Figure 1. Metal 3 (run 1).
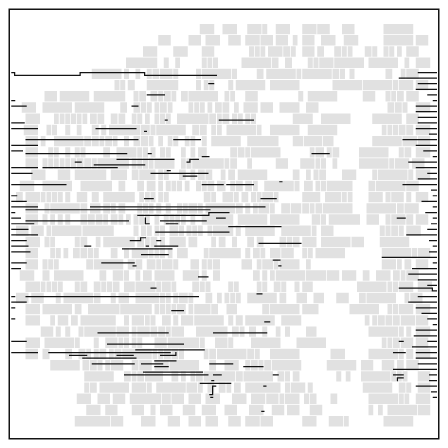
Figure 2. Routed metal per tile (run 1).
Bar = 20 um. The die is cut into 21 by 21 equal tiles; white is low, dark blue is high, scaled to the fullest tile. Values are wire area over tile area, all layers added.
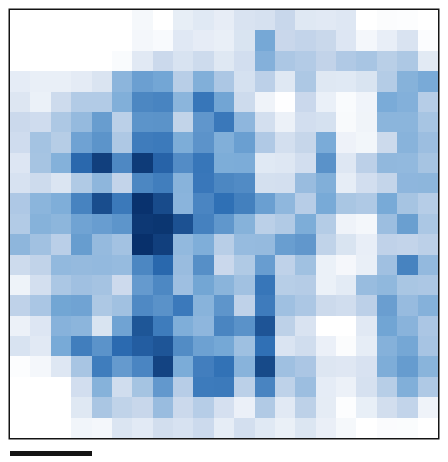
Figure 3. A small window of the routed layout (run 1).
Region (32, 32) to (72, 72) um. Cells in gray, sequential cells in the stronger gray; small squares are vias.
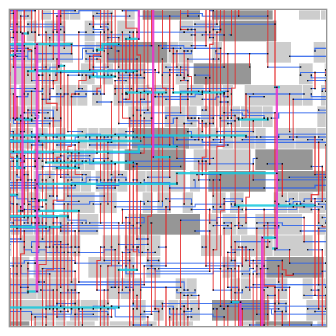
### config.mk
export PLATFORM = sky130hd
export DESIGN_NAME = fetch_stage
export DESIGN_NICKNAME = d
export VERILOG_FILES = /design/src/rtl/fetch_stage.sv
export SDC_FILE = /design/constraint.sdc
export NUM_CORES = 1
export LEC_CHECK = 0
export ABC_AREA = 1
export CORE_UTILIZATION = 47
export CTS_CLUSTER_DIAMETER = 100
export DETAILED_ROUTE_END_ITERATION = 7
export HOLD_SLACK_MARGIN = 0.1
export PLACE_DENSITY = 0.84
export SYNTH_ARGS = -nofsm -noshare
export SYNTH_HDL_FRONTEND = slang
export SYNTH_SLANG_ARGS = --single-unit
### constraint.sdc
create_clock -name clk -period 1.78 [get_ports clk]
set_clock_uncertainty 0.05 [all_clocks]
set_input_delay 0.534 -clock clk [delete_from_list [all_inputs] [get_ports clk]]
set_output_delay 0.534 -clock clk [all_outputs]
set_load 0.01 [all_outputs]
### src/rtl/fetch_stage.sv
// Instruction fetch stage: one fetch per fetch_enable pulse, fixed-latency instruction memory.
// Optional protocol checker enabled by defining FETCH_PROTO_CHECK_EN.
module fetch_stage #(
   parameter int unsigned MEM_LATENCY = 2,
   parameter logic [31:0] INIT_PC     = 32'h0000_0000
) (
   input  logic        clk,
   input  logic        rstn,
   input  logic        fetch_enable,
   output logic        fetch_done,
   input  logic        branch_taken,
   input  logic [31:0] branch_target,
   output logic [31:0] pc,
   output logic [31:0] instr,
   output logic        mem_en,
   output logic [14:0] mem_addr,
   input  logic [31:0] mem_rdata,
   output logic        proto_err
);

   typedef enum logic {IDLE, WAIT} state_t;

   state_t      state, state_nxt;
   logic [3:0]  lat_cnt;
   logic [31:0] fetch_addr;
   logic [31:0] next_addr;
   logic        first_fetch;
   logic        accept;
   logic        capture;

   // The fetch_done cycle still belongs to WAIT, so a pulse landing there is ignored.
   always_comb begin
      state_nxt = state;
      accept    = 1'b0;
      capture   = 1'b0;
      next_addr = first_fetch  ? INIT_PC :
                  branch_taken ? branch_target : pc + 32'd4;
      case (state)
         IDLE: begin
            if (fetch_enable) begin
               accept    = 1'b1;
               state_nxt = WAIT;
            end
         end
         WAIT: begin
            if (fetch_done)
               state_nxt = IDLE;
            else if (lat_cnt == 4'(MEM_LATENCY))
               capture = 1'b1;
         end
         default: state_nxt = IDLE;
      endcase
   end

   always_ff @(posedge clk) begin
      if (!rstn) begin
         state       <= IDLE;
         fetch_done  <= 1'b0;
         mem_en      <= 1'b0;
         mem_addr    <= '0;
         pc          <= INIT_PC;
         instr       <= '0;
         lat_cnt     <= '0;
         fetch_addr  <= '0;
         first_fetch <= 1'b1;
      end else begin
         state      <= state_nxt;
         mem_en     <= accept;
         fetch_done <= capture;
         if (accept) begin
            fetch_addr  <= next_addr;
            mem_addr    <= next_addr[16:2];
            lat_cnt     <= '0;
            first_fetch <= 1'b0;
         end else if (capture) begin
            pc      <= fetch_addr;
            instr   <= mem_rdata;
            lat_cnt <= '0;
         end else if (state == WAIT && !fetch_done) begin
            lat_cnt <= lat_cnt + 4'd1;
         end
      end
   end

`ifdef FETCH_PROTO_CHECK_EN
   always_ff @(posedge clk) begin
      if (!rstn)
         proto_err <= 1'b0;
      else if (state == WAIT && fetch_enable)
         proto_err <= 1'b1;
   end
`else
   assign proto_err = 1'b0;
`endif

endmodule

==> results.txt, run 1 <==
run results: post-detailed-route DRC marker count=0, Top pwr grp=registers, count of multi-input combinational gates=523, clock slew at the register clock pins of the worst setup and hold paths=0.11 ns, Pwr per Cell Area=649.8 mW/mm2, Die Ht=103.9 um, initial antenna violation count=0, Pleak=2.887 nW, hold violation total from the final report=0, cell count after placement=964, end of the worst register-to-register path=fetch_addr[22], total core area=0.009910 mm2, net count of the mapped netlist=782, reported sequential group power=2.38 mW, buffer type at the clock tree root=sky130_fd_sc_hd__clkbuf_8, final critical-path share of the clock period=94.72%, total global routing overflow=0, dpl cell area=0.006404 mm2, critical-path cell list=dlygate4sd2_1, inserted tap cell count=133, placer congestion estimate=0.9310, flip-flop and latch share of the layout cell area=32.39%, combinational group power=0.409 mW, Hold Buf Count CTS=0, vias in the first global route=4865, area occupied by registers=0.002122 mm2, Switching Share=25.79%, mean instance size in the synthesized netlist=6.867 um2, largest net degree at the start of global routing=35, Hold WC Path Type=reg -> reg, total of buffers placed on input and output ports=148, top library cells by usage in the layout, fill and taps aside=170 x sky130_fd_sc_hd__nor2_1, 155 x sky130_fd_sc_hd__nand2_1, 88 x sky130_fd_sc_hd__o21ai_0, 81 x sky130_fd_sc_hd__dlygate4sd2_1, 78 x sky130_fd_sc_hd__dfxtp_1, final worst setup slack=0.09407 ns, Leading cell kind=multi-input combinational cells, switching pwr=1.098 mW, TritonCTS clock tree=built, area added between synthesis and finish=34.19%, share of the yosys chip area belonging to registers=42.64%, worst min-delay path startpoint=fetch_addr[17], final setup vio count=0, number of max-cap violations=0, final slew viol count=0, Critical Path Source=pc[13], TritonCTS Sinks=104, Slowest Stage Delay on Critical Path=0.42 ns, cell count listed in synth_stat.txt=711, cell family with most CP delay=flip-flops, count of antenna-violating nets left after detailed routing=0, Non-clk invs=36, power of the clock network=1.47 mW, clock buffer depth=2, OpenROAD warnings=27, fraction of power consumed by sequential logic=55.8%, global-route wire length before repair=22.68 mm, warning count from the yosys run=0, Top cell excl fill/tap=sky130_fd_sc_hd__nor2_1, crit-path max FO=5, worst slack at placement=-0.2415 ns, worst-skew pair later-pin latency=0.36 ns, final total power=4.257 mW, internal power component=3.159 mW, synthesized netlist cell count=711, initial standard-cell utilization of the core=49.27%, Final Hold Slack=0.4081 ns, initial DRC count=350, via/cell ratio=5.203, layout cells sized above 1=10.51%, fillcell total=901, worst setup path class=reg -> out, relative area of clock buffers and inverters in the final design=3.075%, Clock Buffer Count=10, number of antenna diodes=0, number of cells on the worst reg-to-reg path=10, number of library cell types mapped by synthesis=33, endpoint arrival time on the critical path=1.10 ns, peak supply drop=0.4452 mV, Hold Path Cell Cnt=2, netlist area before placement=0.004882 mm2, non-clock buffer count in the final layout=168, end point of the most critical hold path=fetch_addr[17], crit path buf inv count=1, clock share of power=34.6%, HPWL after detailed placement=9.843 mm, status=finished, final reports clean, flip-flops=104, Signal buf overhead=23.66%, # H-tree levels=3, Layout Nets=913, fraction of the core area covered by cells at the end of the flow=66.11%, cell at the slowest stage of the critical path=sky130_fd_sc_hd__dfxtp_1, largest registers=instr x32, pc x32, fetch_addr x18, Placement Rows=36, category of the worst setup path capture point=output port, startpoint of the most critical register-to-register path=pc[2], CTS resizes=110, critical path data required time=1.20 ns, maximum clock frequency=0.5931 GHz, Cell Count, Final, Fillers Out=980, total clock buffers created by CTS=9, chip area=0.01080 mm2, shortest period the worst path allows=1.686 ns, slack of the worst reg-to-reg path=0.15 ns, Horiz. Die Dim=103.9 um, length of the first detailed-routing pass in iterations=5, combined area of the multi-input logic cells=0.002376 mm2, power share of the combinational group=9.6%, element type at the critical path start=flop, IO Count=150, area figure in the yosys stat output=0.004882 mm2, Setup TNS=0 ns, proportion of cell area occupied by multi-input gates=36.27%, Post-CTS Setup Inserts=0, register bit total from synthesis=104, final std cell area, no fill=0.006551 mm2
Notes on Figure 1 above:
main direction	horizontal
wire length on this layer	1060 um
longest straight run	44.6 um
share of all routed wire	7.8%

Notes on Figure 2 above:
tiles over half the peak	23%
fullest tile	0.61
nearly empty tiles	9.1%
mean over tiles	0.21
emptiest ninth of the die	north-west
densest ninth of the die	center
total number of vias: 5099
Total Wirelength: 13.61 mm
Tot GR Track Use: 25.34%
routed length per instance: 13.88 um

Notes on Figure 3 above:
color	layer
blue	M1
cyan	M3
magenta	M4
red	M2
netlist names of flops here include	pc (5), fetch_addr (3), mem_addr (2)
sequential cells in the window	11
most frequent	nand2_1 (53), nor2_1 (39), o21ai_0 (13)
cells with their middle in the window	178

## run 1: cells in the mapped netlist (all sizes together)
library cell / number / area share (%)
ha: 3 / 0.77
nand2: 161 / 13
inv: 35 / 2.7
xor2: 3 / 0.54
o21a: 1 / 0.15
dfxtp: 104 / 43
xnor2: 5 / 0.90
clkinv: 1 / 0.077
dlymetal6s2s: 1 / 0.26
buf: 29 / 4.0
and2: 2 / 0.26
nand3: 30 / 3.2
conb: 1 / 0.077
or2: 1 / 0.13
nand3b: 2 / 0.31
a21oi: 24 / 2.5
clkbuf: 18 / 1.8
o211ai: 1 / 0.15
mux2i: 3 / 0.62
o21ai: 99 / 10
nand4: 2 / 0.26
nor2: 185 / 16
## run 1: per-layer routing
metal	global-route usage [%]	wire (um)
met1	31.71	5730
met5	0	0
met4	7.551	253
met2	45.00	6558
met3	3.571	1062
## run 1: tightest hold or removal path: cells and delay by family, from the launching register on
kind / cells / cell delay [ns]
flip-flops: 1 / 0.32
AND/OR/NAND/NOR: 2 / 0.10
## run 1: worst max-delay path by stage
stage,slack (ns),cells past startpoint,endpoint
after floorplan,0.30,10,fetch_addr[22]
after global placement,-0.16,7,mem_addr[3]
after detailed placement,-0.24,7,fetch_addr[16]
after CTS,0.09,1,pc[13]
after global routing,-0.0007,7,mem_addr[3]
final,0.09,1,pc[13]
## run 1: logic make-up (layout without fill, tap and decap cells)
group | after synthesis | in the layout | share of synthesized area [%]
AOI/OAI and AO/OA | 125 | 125 | 12.92
and+or+nand+nor | 383 | 383 | 32.70
DFF | 104 | 104 | 42.64
xor gates and xnor gates | 8 | 8 | 1.435
other | 1 | 1 | 0.07681
buffers and inverters | 84 | 220 | 8.842
adders and majority gates | 3 | 3 | 0.7689
muxes | 3 | 3 | 0.6151
Figure 4. Clock wiring as the flow saved it (run 1).
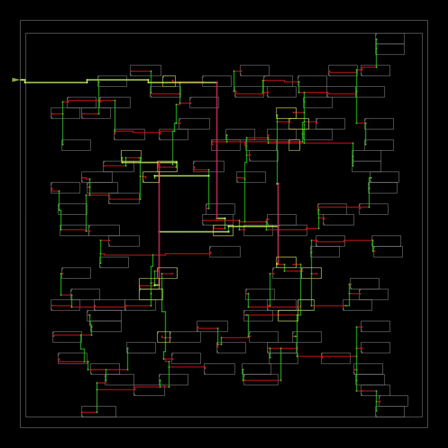

==> inputs of run 2 (changes only) <==
SLEW_MARGIN = 20   (was default)
TNS_END_PERCENT = 10   (was default)
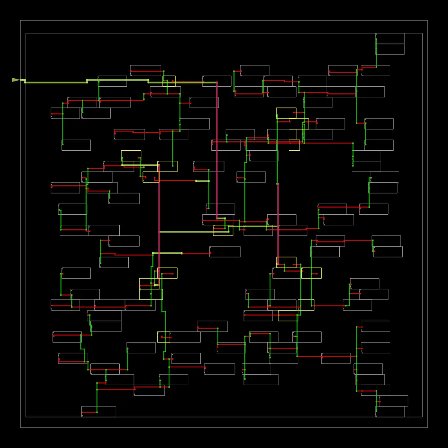
Figure 5: run 2, clock wiring as the flow saved it.
total clock buffers created by CTS: 9
power of the clock network: 1.47 mW

==> run 2 against run 1 <==
Against the previous run: critical path depth unchanged; global-route usage is the same; area after synthesis is the same; worst setup slack improved by 0.0017 ns; clock power is essentially flat; final area barely moved.
==> results.txt, run 2 <==
run results: area added between synthesis and finish=34.26% (about the same), worst min-delay path startpoint=fetch_addr[17], length of the first detailed-routing pass in iterations=5 (unchanged), total of buffers placed on input and output ports=148 (unchanged), end point of the most critical hold path=fetch_addr[17], netlist area before placement=0.004882 mm2 (unchanged), Post-synth ARST share=0% (unchanged), startpoint of the most critical register-to-register path=pc[2], crit-path max FO=5 (unchanged), maximum clock frequency=0.5938 GHz (+0.10%), OpenROAD warnings=28 (+3.7%), cell count after placement=964 (unchanged), routing layer with the top usage in global route=met2, total number of vias=5098 (-0.020%), number of cells on the worst reg-to-reg path=10 (unchanged), Slowest Stage Delay on Critical Path=0.42 ns (about the same), chip area=0.01080 mm2 (unchanged), commonest cells in the netlist=170 x sky130_fd_sc_hd__nor2_1, 155 x sky130_fd_sc_hd__nand2_1, 104 x sky130_fd_sc_hd__dfxtp_1, 88 x sky130_fd_sc_hd__o21ai_0, 32 x sky130_fd_sc_hd__inv_1, warning count from the yosys run=0 (unchanged), area occupied by registers=0.002122 mm2 (unchanged), Setup TNS=0 ns (unchanged), met3 routing resource usage after global routing=3.571% (unchanged), endpoint arrival time on the critical path=1.10 ns (about the same), initial standard-cell utilization of the core=49.27% (unchanged), number of synthesized flops with an enable pin=0 (unchanged), Horiz. Die Dim=103.9 um (unchanged), end of the worst register-to-register path=fetch_addr[22], final critical-path share of the clock period=94.62% (-0.098 points), net count of the mapped netlist=782 (unchanged), mean instance size in the synthesized netlist=6.867 um2 (unchanged), register bit total from synthesis=104 (unchanged), fillcell total=899 (-0.22%), crit path buf inv count=1 (unchanged), worst-skew pair later-pin latency=0.36 ns (about the same), post-detailed-route DRC marker count=0 (unchanged), routed length per instance=13.87 um (-0.12%), via/cell ratio=5.202 (about the same), number of library cell types mapped by synthesis=33 (unchanged), initial DRC count=360 (+2.9%), Top cell excl fill/tap=sky130_fd_sc_hd__nor2_1, worst setup path class=reg -> out, final slew viol count=0 (unchanged), shortest period the worst path allows=1.684 ns (-0.001745 ns), fraction of the core area covered by cells at the end of the flow=66.15% (about the same), clock slew at the register clock pins of the worst setup and hold paths=0.11 ns (about the same), leading cell types by total area after synthesis=sky130_fd_sc_hd__dfxtp_1 43%, sky130_fd_sc_hd__nor2_1 13%, sky130_fd_sc_hd__nand2_1 12%, share of the yosys chip area belonging to registers=42.64% (unchanged), final total power=4.256 mW (about the same), hold violation total from the final report=0 (unchanged), IO Count=150 (unchanged), status=finished, final reports clean, initial antenna violation count=0 (unchanged), layout cells sized above 1=10.51% (unchanged), clock buffer depth=2 (unchanged), total core area=0.009910 mm2 (unchanged), Pleak=2.901 nW (+0.48%), largest net degree at the start of global routing=35 (unchanged), synthesized netlist cell count=711 (unchanged), combined area of the multi-input logic cells=0.002376 mm2 (unchanged), buffer type at the clock tree root=sky130_fd_sc_hd__clkbuf_8, placer congestion estimate=0.9310 (unchanged), Layout Nets=913 (unchanged), Cell Count, Final, Fillers Out=980 (unchanged), category of the worst setup path capture point=output port, Pwr per Cell Area=649.3 mW/mm2 (about the same), library cell with the highest instance count after synthesis=sky130_fd_sc_hd__nor2_1, Placement Rows=36 (unchanged), element type at the critical path start=flop, slack of the worst reg-to-reg path=0.14 ns (about the same), final setup vio count=0 (unchanged), post-synthesis cell type with the largest combined area=sky130_fd_sc_hd__dfxtp_1, global-route wire length before repair=22.68 mm (unchanged), number of max-cap violations=0 (unchanged), cell at the slowest stage of the critical path=sky130_fd_sc_hd__dfxtp_1, TritonCTS Sinks=104 (unchanged), peak supply drop=0.4474 mV (+0.49%), final worst setup slack=0.09581 ns (+0.001745 ns), # H-tree levels=3 (unchanged), Tot GR Track Use=25.34% (unchanged), Die Ht=103.9 um (unchanged), number of antenna diodes=0 (unchanged), critical path data required time=1.20 ns (about the same), fraction of met2 tracks used by global routing=45.00% (unchanged), Global Route met1 Usage=31.71% (unchanged), cell count listed in synth_stat.txt=711 (unchanged), TritonCTS clock tree=built, ys flop type=sky130_fd_sc_hd__dfxtp_1, cell family with most CP delay=flip-flops, area figure in the yosys stat output=0.004882 mm2 (unchanged), critical-path cell list=dlygate4sd2_1, count of antenna-violating nets left after detailed routing=0 (unchanged), final std cell area, no fill=0.006555 mm2 (about the same), dpl cell area=0.006404 mm2 (unchanged), Final Hold Slack=0.4077 ns (-0.0004050 ns), Total Wirelength=13.59 mm (-0.12%), worst slack at placement=-0.2415 ns (unchanged), HPWL after detailed placement=9.843 mm (unchanged), Hold Path Cell Cnt=2 (unchanged), total global routing overflow=0 (unchanged), vias in the first global route=4865 (unchanged), Hold WC Path Type=reg -> reg, Synth top area share=42.64% (unchanged), top library cells by usage in the layout, fill and taps aside=170 x sky130_fd_sc_hd__nor2_1, 155 x sky130_fd_sc_hd__nand2_1, 88 x sky130_fd_sc_hd__o21ai_0, 80 x sky130_fd_sc_hd__dlygate4sd2_1, 78 x sky130_fd_sc_hd__dfxtp_1, largest registers=instr x32, pc x32, fetch_addr x18
-- run 2: cell counts after synthesis --
No cell type changed its count.
-- run 2: how the worst max path moves through the flow --
stage                      to    startpoint  cells after the start
2_1_floorplan  fetch_addr[22]         pc[3]                     10
3_3_place_gp      mem_addr[3]  fetch_enable                      7
3_5_place_dp   fetch_addr[16]  fetch_enable                      7
4_1_cts                pc[21]        pc[21]                      1
5_1_grt           mem_addr[3]  fetch_enable                      7
6_report               pc[13]        pc[13]                      1
-- run 2: final cells by class --
| type | count | share of cell area (%) |
|---|---|---|
| well taps | 133 | 2.539 |
| multi-input cells | 523 | 36.25 |
| repair buffers | 168 | 23.71 |
| inverters | 36 | 2.061 |
| clock buffers | 10 | 2.100 |
| flip-flops and latches | 104 | 32.37 |
| clock inverters | 6 | 0.9735 |
-- run 2: cell families (layout without fill, tap and decap cells) --
logic type,Yosys count,in the layout,share of synthesized area [%]
DFF,104,104,42.64
xor gates and xnor gates,8,8,1.435
buffers and inverters,84,220,8.842
and+or+nand+nor,383,383,32.70
AOI/OAI and AO/OA,125,125,12.92
other,1,1,0.07681
adders and majority gates,3,3,0.7689
muxes,3,3,0.6151
-- run 2: per-layer routing --
metal  part of all wire, %  up-vias
met5                     0        -
met1                    43     2354
met4                   1.8        0
met3                   7.1       24
li1                      -     2493
met2                    48      227
-- run 2: timing repair --
action / 4_1_cts / 5_1_grt
setup endpoints to repair: 81 / 3
gates resized: 109 / 2
cloned: 0 / 0
buffers inserted: 0 / 0
hold buffers: 0 / 0
hold endpoints to repair: 0 / 0
-- run 2: power breakdown --
part	switching (mW)	internal [mW]
sequential	0.0218	2.35
clock	0.887	0.584
combinational	0.188	0.221
Power is estimated from default activity; no workload was simulated.
